===== config.mk =====
export PLATFORM = sky130hd
export DESIGN_NAME = alu_seq
export DESIGN_NICKNAME = d
export VERILOG_FILES = /design/src/rtl/alu_pkg.sv /design/src/rtl/alu_seq_regfile.sv /design/src/rtl/alu_seq.sv
export SDC_FILE = /design/constraint.sdc
export NUM_CORES = 1
export LEC_CHECK = 0
export CORE_ASPECT_RATIO = 1.5
export CORE_MARGIN = 8
export CORE_UTILIZATION = 29
export DETAILED_ROUTE_END_ITERATION = 7
export SLEW_MARGIN = 20
export SYNTH_ARGS = -nofsm -noshare
export SYNTH_HDL_FRONTEND = slang
export SYNTH_SLANG_ARGS = --single-unit
export TNS_END_PERCENT = 50

===== constraint.sdc =====
create_clock -name clk -period 1.9 [get_ports clk]
set_input_delay 0.285 -clock clk [delete_from_list [all_inputs] [get_ports clk]]
set_output_delay 0.285 -clock clk [all_outputs]
set_load 0.02 [all_outputs]

===== src/rtl/alu_pkg.sv =====
// alu_pkg: opcodes, data width and sequencer state encoding shared by the
// ALU sequencer, its register file and any parent that instantiates the ALU.
package alu_pkg;
    localparam int DW = 32;
    localparam logic [2:0] OP_ADD  = 3'd0;
    localparam logic [2:0] OP_SUB  = 3'd1;
    localparam logic [2:0] OP_AND  = 3'd2;
    localparam logic [2:0] OP_OR   = 3'd3;
    localparam logic [2:0] OP_SRL  = 3'd4;
    localparam logic [2:0] OP_SRA  = 3'd5;
    localparam logic [2:0] OP_LAST = 3'd5;
    typedef enum logic [1:0] {IDLE, ISSUE, CAPT, RESP} state_t;
endpackage


===== src/rtl/alu_seq_regfile.sv =====
// alu_seq_regfile: NREG x 32 register file, two operand reads plus a debug
// read, one synchronous write, async active-low clear; r0 is hardwired to 0.
module alu_seq_regfile
    import alu_pkg::*;
#(
    parameter int NREG = 8,
    parameter int AW   = 3
) (
    input  logic          clk,
    input  logic          reset,
    input  logic          we,
    input  logic [AW-1:0] waddr,
    input  logic [DW-1:0] wdata,
    input  logic [AW-1:0] raddr_a,
    output logic [DW-1:0] rdata_a,
    input  logic [AW-1:0] raddr_b,
    output logic [DW-1:0] rdata_b,
    input  logic [AW-1:0] dbg_addr,
    output logic [DW-1:0] dbg_data
);
    logic [DW-1:0] regs [NREG];

    always_ff @(posedge clk or negedge reset)
        if (!reset)
            regs <= '{default: '0};
        else if (we && waddr != '0)
            regs[waddr] <= wdata;

    assign rdata_a  = (raddr_a  == '0) ? '0 : regs[raddr_a];
    assign rdata_b  = (raddr_b  == '0) ? '0 : regs[raddr_b];
    assign dbg_data = (dbg_addr == '0) ? '0 : regs[dbg_addr];
endmodule


===== src/rtl/alu_seq.sv =====
// alu_seq: single-command sequencer that reads operands, drives an external
// combinational ALU, captures and writes back its result and returns it.
module alu_seq
    import alu_pkg::*;
#(
    parameter int NREG = 8,
    parameter int AW   = 3
) (
    input  logic          clk,
    input  logic          reset,
    input  logic          cmd_valid,
    output logic          cmd_ready,
    input  logic [2:0]    cmd_op,
    input  logic [AW-1:0] cmd_rd,
    input  logic [AW-1:0] cmd_rs,
    input  logic [AW-1:0] cmd_rt,
    input  logic          cmd_imm_en,
    input  logic [DW-1:0] cmd_imm,
    output logic [DW-1:0] alu_a,
    output logic [DW-1:0] alu_b,
    output logic [2:0]    alu_op,
    input  logic [DW-1:0] alu_c,
    output logic          rsp_valid,
    input  logic          rsp_ready,
    output logic [DW-1:0] rsp_data,
    output logic [AW-1:0] rsp_rd,
    output logic          rsp_err,
    input  logic [AW-1:0] dbg_addr,
    output logic [DW-1:0] dbg_data
);
    state_t        state, state_nx;
    logic [DW-1:0] rs_data, rt_data;
    logic          accept, wr_en;

    assign accept = cmd_valid && cmd_ready;
    assign wr_en  = state == CAPT && !rsp_err;

    always_ff @(posedge clk or negedge reset)
        if (!reset) state <= IDLE;
        else        state <= state_nx;

    always_comb begin
        state_nx  = state;
        cmd_ready = 1'b0;
        case (state)
            IDLE: begin
                cmd_ready = 1'b1;
                if (cmd_valid) state_nx = ISSUE;
            end
            ISSUE: state_nx = CAPT;
            CAPT:  state_nx = RESP;
            RESP:  if (rsp_ready) state_nx = IDLE;
        endcase
    end

    // rsp_rd/rsp_err are latched at accept; they only become visible with rsp_valid.
    always_ff @(posedge clk or negedge reset)
        if (!reset) begin
            alu_a     <= '0;
            alu_b     <= '0;
            alu_op    <= '0;
            rsp_valid <= 1'b0;
            rsp_data  <= '0;
            rsp_rd    <= '0;
            rsp_err   <= 1'b0;
        end else begin
            if (accept) begin
                alu_a   <= rs_data;
                alu_b   <= cmd_imm_en ? cmd_imm : rt_data;
                alu_op  <= cmd_op;
                rsp_rd  <= cmd_rd;
                rsp_err <= cmd_op > OP_LAST;
            end
            if (state == CAPT) begin
                rsp_data  <= rsp_err ? '0 : alu_c;
                rsp_valid <= 1'b1;
            end
            if (state == RESP && rsp_ready) rsp_valid <= 1'b0;
        end

    alu_seq_regfile #(.NREG(NREG), .AW(AW)) u_regfile (
        .clk      (clk),
        .reset    (reset),
        .we       (wr_en),
        .waddr    (rsp_rd),
        .wdata    (alu_c),
        .raddr_a  (cmd_rs),
        .rdata_a  (rs_data),
        .raddr_b  (cmd_rt),
        .rdata_b  (rt_data),
        .dbg_addr (dbg_addr),
        .dbg_data (dbg_data)
    );
endmodule

Figure 1. Signal wires on met3.
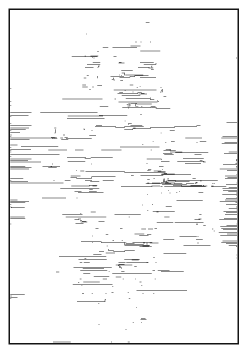
The longest straight run is 55.0 um. 272 nets have wire on it.

Figure 2. Signal wires on met1.
Bar = 50 um.
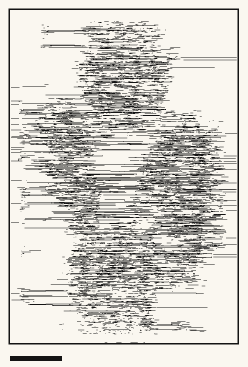
The layer holds 39% of the routed length. 1,868 nets have wire on it. The wires run mostly horizontal.

Figure 3. Track usage over the die.
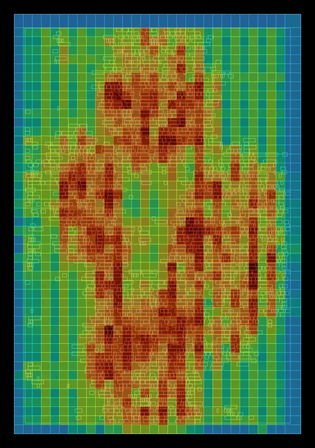
routing usage on met3: 2.81%
GRT busiest layer: met2

Figure 4. M2 wires.
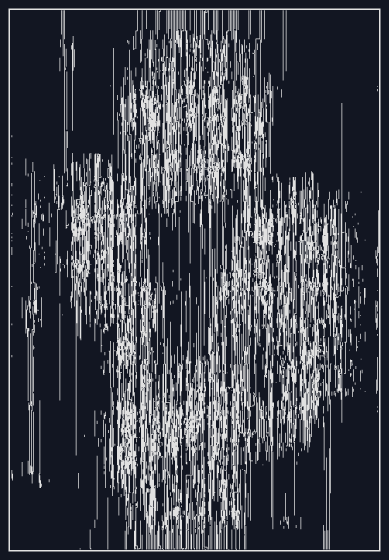
The layer holds 50% of the routed length. The longest straight run is 106 um. The layer carries 36.7 mm of wire. 1,825 nets have wire on it.

Figure 5. The metal 4 layer.
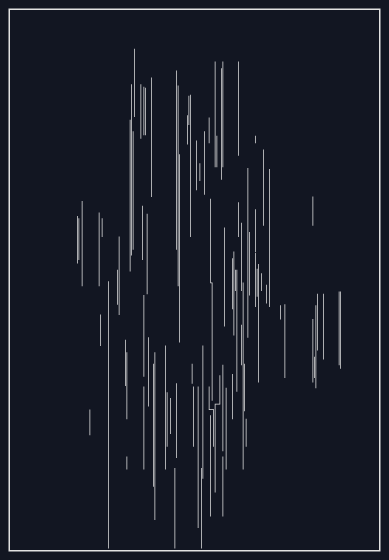
The layer holds 5.9% of the routed length. The wires run mostly vertical. The layer carries 4,300 um of wire. The longest straight run is 158 um.

==> results.yml <==
# physical design summary
critical_path:
  path_class: "reg2out"
  reg2reg_depth: 9
  crit_cells: 4
  endpoint: "dbg_data[24]"
  slowest_stage: "mux4_2"
synthesis:
  synth-simple-area-share_pct: 5.59
  synth.comb.largest_family: "multiplexers"
  post-synth-top-count-cell: "dfrtp_1"
  topCellsByArea: "dfrtp_1, mux2_2, mux2i_1"
  async_flop_share_pct: 100
  mux_share_pct: 32.0
  synthCells: 1470
  yosys_warnings: 0
  ys_sh_xor_pct: 0
  synth.largest_area_cell: "dfrtp_1"
die:
  fp_util_pct: 29.3
sta:
  setup_slack_ns: -0.169
  tightestPinTransition_ns: 0.534
  setup_viol: 164
outcome:
  outcome: "finished with violations"
  violations: "negative setup slack"
cells_and_area:
  antenna_cells: 0
detailed_routing:
  drc: 0
pwr:
  seq_power_mw: 12.7
cts:
  cts_setup_buffers: 46
  cts-hold-fix-buffers: 1
placement:
  pre_cts_slack_ns: -0.483
-- final cells by class --
class                      instances  area (um2)
fill                            5619       35300
multi-input combinational        973        9670
sequential                       330        8260
timing repair buffer             563        5640
clock buffer                      59        1150
tap                              791         990
inverter                          35         134
clock inverter                     8        71.3
-- per-stage QoR --
step	total power [mW]	instances	util [%]	instance area (um2)	hold slack [ns]
after global placement	29.4	2618	37.8	23100	0.176
after floorplan	21.4	1470	-	18000	-0.0106
after CTS	38.4	2737	41.3	25300	0.201
after detailed placement	29.9	2618	37.8	23100	0.174
after global routing	41.1	2759	42.3	25900	0.216
final	39.1	2759	42.3	25900	0.205
-- layout by cell type, fill, tap and decap left out, drive strengths merged, types with 12 or more instances in the layout --
cell | synthesis | routed
o311ai | 15 | 15
mux4 | 47 | 47
buf | 60 | 380
a21oi | 15 | 15
clkdlybuf4s50 | 0 | 162
mux2i | 108 | 108
o22a | 18 | 18
dfrtp | 330 | 330
mux2 | 310 | 310
clkbuf | 72 | 65
a221oi | 30 | 30
inv | 35 | 36
o221ai | 33 | 33
nand2 | 117 | 117
nor2 | 27 | 27
nand3b | 19 | 19
o21ai | 78 | 78
a22oi | 54 | 54
o221a | 15 | 15
nand3 | 16 | 16
nor2b | 21 | 21
a221o | 13 | 13
a211oi | 12 | 12
-- flip-flops by register name, indices dropped and copies added, names as in the netlist --
register / cells
rsp_err: 1
alu_a: 32
alu_op: 3
alu_b: 32
rsp_data: 32
rsp_valid: 1
state: 2
u_regfile.regs: 224
rsp_rd: 3
-- per-layer routing --
layer | wire length [um] | vias to the layer above | GRT usage, %
met2 | 36700 | 650 | 34.2
li1 | - | 6508 | -
met4 | 4300 | 0 | 10.7
met3 | 4200 | 212 | 2.81
met1 | 28400 | 7769 | 24.0
met5 | 0 | - | 0
No activity file was given, so power comes from the tool's default toggle rates.
